==> config.mk <==
export PLATFORM = sky130hd
export DESIGN_NAME = strobe_sync_rx_multi
export DESIGN_NICKNAME = d
export VERILOG_FILES = /design/src/rtl/strobe_sync_pkg.sv /design/src/rtl/strobe_sync_ff_chain.sv /design/src/rtl/strobe_sync_rx_multi.sv
export SDC_FILE = /design/constraint.sdc
export NUM_CORES = 1
export LEC_CHECK = 0
export CORE_MARGIN = 3
export CORE_UTILIZATION = 45
export DETAILED_ROUTE_END_ITERATION = 12
export GPL_ROUTABILITY_DRIVEN = 0
export PLACE_DENSITY = 0.88
export SYNTH_ARGS = -nofsm -noshare
export SYNTH_HDL_FRONTEND = slang
export SYNTH_SLANG_ARGS = --single-unit
==> constraint.sdc <==
create_clock -name clk -period 2.27 [get_ports clk]
set_clock_uncertainty 0.05 [all_clocks]
set_input_delay 0.454 -clock clk [delete_from_list [all_inputs] [get_ports clk]]
set_output_delay 0.454 -clock clk [all_outputs]
set_load 0.005 [all_outputs]
==> src/rtl/strobe_sync_pkg.sv <==
// strobe_sync_pkg: shared types and limits for the toggle-strobe bus synchronizer
package strobe_sync_pkg;
  typedef enum logic {ACK_ON_CONSUME, ACK_ON_CAPTURE} ack_mode_e;
  localparam int MIN_SYNC_STAGES = 2;
endpackage

==> src/rtl/strobe_sync_ff_chain.sv <==
// strobe_sync_ff_chain: single-bit async-reset synchronizer flop chain
module strobe_sync_ff_chain #(
  parameter int STAGES = 2
) (
  input  logic clk,
  input  logic rstb,
  input  logic d,
  output logic q
);
  logic [STAGES-1:0] stg_q, stg_d;
  always_comb stg_d = {stg_q[STAGES-2:0], d};
  always_ff @(posedge clk or negedge rstb)
    if (!rstb) stg_q <= '0;
    else stg_q <= stg_d;
  assign q = stg_q[STAGES-1];
endmodule

==> src/rtl/strobe_sync_rx_multi.sv <==
// strobe_sync_rx_multi: receive half of a multi-channel toggle-strobe bus synchronizer
module strobe_sync_rx_multi
  import strobe_sync_pkg::*;
#(
  parameter int        WIDTH       = 4,
  parameter int        CHANNELS    = 2,
  parameter int        SYNC_STAGES = 2,
  parameter ack_mode_e ACK_MODE    = ACK_ON_CONSUME
) (
  input  logic                      clk,
  input  logic                      rstb,
  input  logic [CHANNELS-1:0]       req_tgl_in,
  input  logic [CHANNELS*WIDTH-1:0] bus_in,
  output logic [CHANNELS-1:0]       ack_tgl_out,
  output logic [CHANNELS-1:0]       out_valid,
  input  logic [CHANNELS-1:0]       out_ready,
  output logic [CHANNELS*WIDTH-1:0] synchronized_bus,
  output logic [CHANNELS-1:0]       overrun,
  input  logic [CHANNELS-1:0]       clear_overrun
);
  localparam int CW = $clog2(SYNC_STAGES + 2);
  localparam logic [CW-1:0] ARM_LOAD = CW'(SYNC_STAGES + 1);
  if (WIDTH < 1) begin : g_bad_width
    $error("WIDTH must be >= 1");
  end
  if (CHANNELS < 1) begin : g_bad_channels
    $error("CHANNELS must be >= 1");
  end
  if (SYNC_STAGES < MIN_SYNC_STAGES) begin : g_bad_stages
    $error("SYNC_STAGES must be >= 2");
  end
  logic [CHANNELS-1:0] sync_out, strobe, consume, capture, drop;
  logic [CHANNELS-1:0] req_seen_q, req_seen_d, ack_q, ack_d, valid_q, valid_d, ovr_q, ovr_d;
  logic [CHANNELS*WIDTH-1:0] bus_q, bus_d;
  logic [CW-1:0] arm_q, arm_d;
  logic arming;
  for (genvar i = 0; i < CHANNELS; i++) begin : g_ch
    strobe_sync_ff_chain #(.STAGES(SYNC_STAGES)) u_chain (
      .clk (clk),
      .rstb(rstb),
      .d   (req_tgl_in[i]),
      .q   (sync_out[i])
    );
  end
  // while arming, ack and req_seen track the synchronized req so a held-high source re-aligns
  always_comb begin
    arming     = arm_q != '0;
    arm_d      = arming ? arm_q - 1'b1 : arm_q;
    strobe     = sync_out ^ req_seen_q;
    consume    = valid_q & out_ready;
    capture    = arming ? '0 : strobe & (~valid_q | consume);
    drop       = arming ? '0 : strobe & valid_q & ~consume;
    req_seen_d = sync_out;
    valid_d    = capture | (valid_q & ~consume);
    ovr_d      = drop | (ovr_q & ~clear_overrun);
    ack_d      = arming ? sync_out : ack_q ^ (ACK_MODE == ACK_ON_CAPTURE ? strobe : consume);
    bus_d      = bus_q;
    for (int c = 0; c < CHANNELS; c++)
      bus_d[c*WIDTH +: WIDTH] = capture[c] ? bus_in[c*WIDTH +: WIDTH] : bus_q[c*WIDTH +: WIDTH];
  end
  always_ff @(posedge clk or negedge rstb)
    if (!rstb) begin
      arm_q      <= ARM_LOAD;
      req_seen_q <= '0;
      ack_q      <= '0;
      valid_q    <= '0;
      ovr_q      <= '0;
      bus_q      <= '0;
    end else begin
      arm_q      <= arm_d;
      req_seen_q <= req_seen_d;
      ack_q      <= ack_d;
      valid_q    <= valid_d;
      ovr_q      <= ovr_d;
      bus_q      <= bus_d;
    end
  assign ack_tgl_out      = ack_q;
  assign out_valid        = valid_q;
  assign synchronized_bus = bus_q;
  assign overrun          = ovr_q;
endmodule

==> out/results.ini, run 1 <==
[run_status]
status=complete, no violations

[drt]
drc=0
drt_first_iter_violations=3
via_per_inst=4.47

[logic_synthesis]
area_leaders=dfrtp_1, dfstp_2, mux2_1, mux2_2, xor2_1
ys_top_logic_family=multiplexers
xor_share_pct=5.37
adder_share_pct=1.53
ff_type=dfrtp_1
synth.avg_cell_area_um2=13.8
synth_top_cell_by_count=dfrtp_1
top_cells_by_count=dfrtp_1, nand2_1

[layout]
comb_cells=32
lay_top_cells=clkdlybuf4s50_1, dfrtp_1, nand2_1
clockNetworkAreaShare_pct=2.26
signal_buffers=30
comb_share_pct=20.7

[power]
powerDensity_nw_per_um2=788

[place]
dp_slack_ps=476
dp_hpwl_mm=1.11

[setup_path]
reg2regPathDepth=4
path_class=reg -> out
r2r_slack_ps=660
critical_path_buf_inv_count=1
worst_path_max_delay_cell=clkdlybuf4s50_1
timing.critical_path.from=out_valid[0]$_DFF_PN0_
path_cells=clkdlybuf4s50_1
path_max_fanout=3

[floorplanning]
initCoreUtil_pct=50.6
chip_area_um2=2360

[timing]
slew_headroom_pct=73.7
maxSlewViolCount=0
final.setup.tns_ps=0

[run]
max_cap_viol_count=0

[grt]
first_global_vias=593

[clock_tree]
cts_repair_resize_count=0

==> run 1: sequential cells by signal, indices dropped and copies added (netlist names) <==
register            cells
arm_q                   2
overrun                 2
req_seen_q              2
out_valid               2
g_ch.u_chain.stg_q      4
synchronized_bus        8
ack_tgl_out             2
==> run 1: routing by layer <==
metal / vias to the layer above / wire length, um
met2: 13 / 750
li1: 259 / -
met4: 0 / 0
met1: 247 / 529
met5: - / 0
met3: 0 / 61
==> run 1: how the worst min path moves through the flow <==
stage                                                   from                                 end  slack, ps  depth (start not counted)
after detailed placement  g_ch[1].u_chain.stg_q[0]$_DFF_PN0_  g_ch[1].u_chain.stg_q[1]$_DFF_PN0_        290                          0
after global placement    g_ch[0].u_chain.stg_q[0]$_DFF_PN0_  g_ch[0].u_chain.stg_q[1]$_DFF_PN0_        280                          0
after global routing      g_ch[0].u_chain.stg_q[0]$_DFF_PN0_  g_ch[0].u_chain.stg_q[1]$_DFF_PN0_        320                          0
after floorplan                                         rstb            ack_tgl_out[0]$_DFF_PN0_        110                          0
final                     g_ch[0].u_chain.stg_q[0]$_DFF_PN0_  g_ch[0].u_chain.stg_q[1]$_DFF_PN0_        310                          0
after CTS                 g_ch[0].u_chain.stg_q[0]$_DFF_PN0_  g_ch[0].u_chain.stg_q[1]$_DFF_PN0_        310                          0
==> run 1: power by group <==
part	internal (mW)	leakage [nW]	switching, mW	total (mW)
clock	0.0682	0.0150	0.103	0.171
sequential	0.458	0.256	0.0366	0.494
combinational	0.173	0.229	0.0776	0.251
total	0.699	0.501	0.217	0.916
==> run 1: through the flow <==
stage          area [um^2]  instances  util [%]
6_report              1160        116      72.1
5_1_grt               1160        116      72.1
4_1_cts               1160        116      72.1
3_5_place_dp          1140        112      70.5
3_3_place_gp          1140        112      70.5
2_1_floorplan          816         59         -
Fig. 1: run 1, congestion heat map
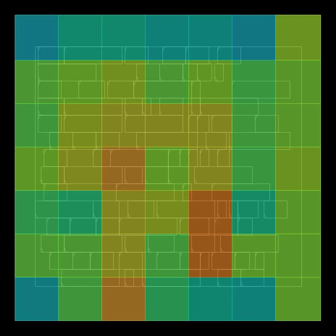
GR Layer Usage met3: 2.45%
met1 Use GR: 14.7%
end-of-flow core utilization: 72.1%
GRT Util Overall: 12.8%
met2 Use GR: 25.0%

Fig. 2: run 1, floorplan with the power grid
Pins as bars on the die edge. Tap cells in gray.
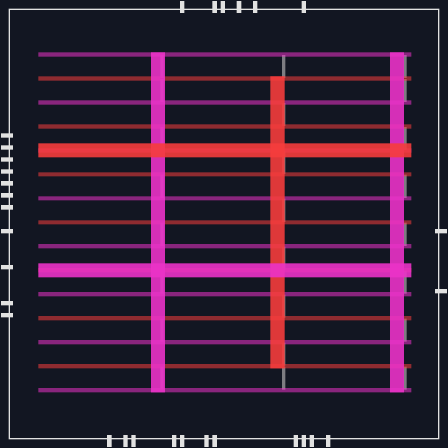
VSS -> magenta
VDD -> red
met5 straps = 2
signal pins = 30
rows = 14
die x size: 48.6 um
Die Span Y: 48.6 um
VDD IR max: 540 uV
core region area: 1610 um^2

Fig. 3: run 1, placement by cell class
Scale bar: 10 um.
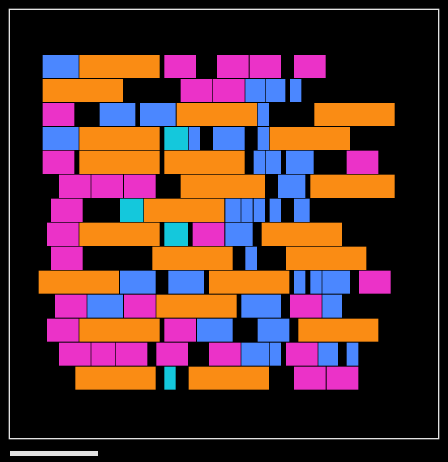
clock drivers and dummy loads -> cyan  # cells 4
flip-flops -> orange  # cells 22
all other logic -> blue  # cells 36
other buffers and delay cells -> magenta  # cells 30
# rows: 14
Seq/total area: 47.6%
Post-Layout Inst Area: 1160 um^2

Fig. 4: run 1, register map, names as in the netlist
Other sequential cells in the stronger gray, the rest of the logic in the fainter gray.
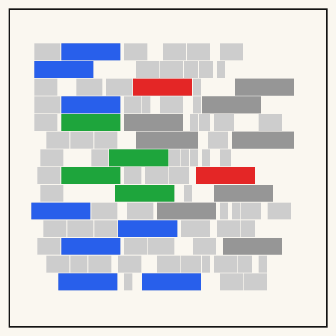

## Run 2: what changed since run 1
Settings changed: CORE_UTILIZATION 45 to 42, PLACE_DENSITY 0.88 to 0.83.
Clock period 2.27 ns to 1.76 ns, I/O delays scaled along.
Fig. 5: run 2, register map, names as in the netlist
Other sequential cells in the stronger gray, the rest of the logic in the fainter gray.
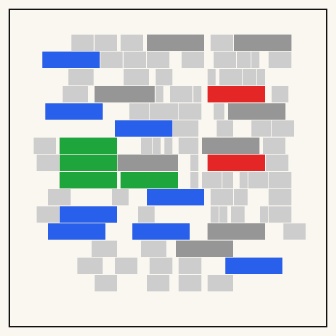
`synchronized_bus` -> blue  # flops 8
`out_valid` -> red  # flops 2
`g_ch.u_chain.stg_q` -> green  # flops 4, where middle left
not colored = 8
Register Area: 553 um^2
end-of-flow core utilization: 65.5%
Seq. pwr: 0.638 mW
Seq/total area: 47.4%

==> run 2 against run 1 <==
  * Final cell count is 0.86% higher
  * Clock power is 26% higher
  * Register-to-register slack worse by 430 ps
  * Sequential share of layout area is 0.20 points lower
  * Core utilization is 6.7 points lower
  * Sequential power is 29% higher
  * Critical path type unchanged
  * Largest cell class unchanged
  * Highest routed layer is now met4
==> out/results.ini, run 2 <==
[place]
dp_hpwl_mm=1.09  ; -2.3%
post-place-cells=114  ; +1.8%
dp_slack_ps=83.9  ; -392 ps

[logic_synthesis]
xor_share_pct=5.37  ; unchanged
ff_type=dfrtp_1
synth.avg_cell_area_um2=13.8  ; unchanged
area_leaders=dfrtp_1, dfstp_2, mux2_1, mux2_2, xor2_1
top_cells_by_count=dfrtp_1, nand2_1
ys_top_logic_family=multiplexers
adder_share_pct=1.53  ; unchanged

[timing]
maxSlewViolCount=0  ; unchanged
slew_headroom_pct=82.1  ; +8.4 points
final.setup.tns_ps=0  ; unchanged

[setup_path]
path_cells=clkdlybuf4s50_1
r2r_slack_ps=230  ; -430 ps
reg2regPathDepth=4  ; unchanged
path_class=reg -> out
path_max_fanout=3  ; unchanged
critical_path_buf_inv_count=1  ; unchanged

[floorplanning]
initCoreUtil_pct=45.8  ; -4.9 points
chip_area_um2=2510  ; +6.2%
core_um2=1780  ; +11%
fp.dieH_um=50.1  ; +3.1%
die_w_um=50.1  ; +3.1%

[min_path]
worstHoldEndpoint=g_ch[0].u_chain.stg_q[1]$_DFF_PN0_
holdCritStartpoint=g_ch[0].u_chain.stg_q[0]$_DFF_PN0_
hold-path-cell-count=0  ; unchanged

[power]
comb_power_share_pct=27.5  ; about the same
powerDensity_nw_per_um2=1010  ; +28%
power_leader=registers
ir_drop_uv=681  ; +26%
switching_share_pct=24.1  ; +0.43 points
p_int_mw=0.893  ; +28%
switchingPower_mw=0.284  ; +31%
p_seq_share_pct=54.2  ; +0.2 points

[layout]
design_area_um2=1170  ; +0.43%
lay_top_count=clkdlybuf4s50_1
final_cells=117  ; +0.86%
lay_top_cells=clkdlybuf4s50_1, dfrtp_1, nand2_1
largest_reg_flops=8  ; unchanged

[drt]
drc=0  ; unchanged
via_per_inst=4.59  ; +2.6%

[run]
max_cap_viol_count=0  ; unchanged

[clock_tree]
cts_repair_resize_count=0  ; unchanged

[grt]
grt_usage_pct=13.7  ; +0.89 points
met3_usage_pct=3.63  ; +1.2 points

[run_status]
status=complete, no violations

Fig. 6: run 2, routed clock nets over the placement
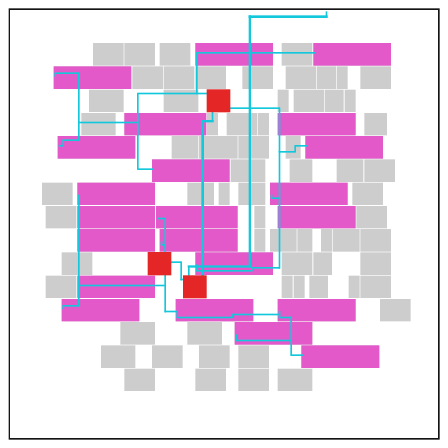
clock wires -> cyan  # length 245 um
flip-flops -> magenta  # count 22
cells driving clock nets -> red  # count 3
routed clock nets = 4
Clk pwr share: 18.3%
Insertion Delay late pin: 300 ps
clock network power: 0.216 mW

==> run 2: cell counts after synthesis <==
No cell type changed its count.
==> run 2: logic make-up after synthesis <==
family / after synthesis
buffers and inverters: 5
muxes: 8
xor gates and xnor gates: 5
DFF: 22
and+or+nand+nor: 13
AOI/OAI and AO/OA: 5
adders and majority gates: 1
==> run 2: worst max path at each step <==
| stage | from | endpoint | slack (ps) | cells after the start |
|---|---|---|---|---|
| 3_5_place_dp | out_ready[0] | synchronized_bus[3]$_DFFE_PN0P_ | 80 | 4 |
| 6_report | out_valid[1]$_DFF_PN0_ | out_valid[1] | 160 | 1 |
| 4_1_cts | out_valid[1]$_DFF_PN0_ | out_valid[1] | 150 | 1 |
| 3_3_place_gp | out_ready[0] | synchronized_bus[2]$_DFFE_PN0P_ | 110 | 4 |
| 5_1_grt | synchronized_bus[7]$_DFFE_PN0P_ | synchronized_bus[7] | 100 | 1 |
| 2_1_floorplan | arm_q[0]$_DFFE_PN1N_ | synchronized_bus[0]$_DFFE_PN0P_ | 250 | 5 |
==> run 2: area by class of cell <==
class / count / area, um^2 / area share, %
sequential: 22 / 553 / 47.4
timing repair buffer: 31 / 305 / 26.2
multi-input combinational: 32 / 240 / 20.6
tap: 25 / 31.3 / 2.68
clock buffer: 3 / 22.5 / 1.93
inverter: 4 / 15.0 / 1.29
==> run 2: per-stage QoR <==
| step | hold slack (ps) | util, % |
|---|---|---|
| after floorplan | 6.41 | - |
| after global placement | 283 | 64.2 |
| after detailed placement | 286 | 64.2 |
| after CTS | 309 | 65.5 |
| after global routing | 319 | 65.5 |
| final | 307 | 65.5 |
==> run 2: routing by layer <==
layer	part of all wire [%]	up-vias
li1	-	262
met5	0	-
met2	50	15
met3	4.8	4
met4	3.3	0
met1	41	256
Power figures rest on the tool's default switching activity, not on a simulated workload.
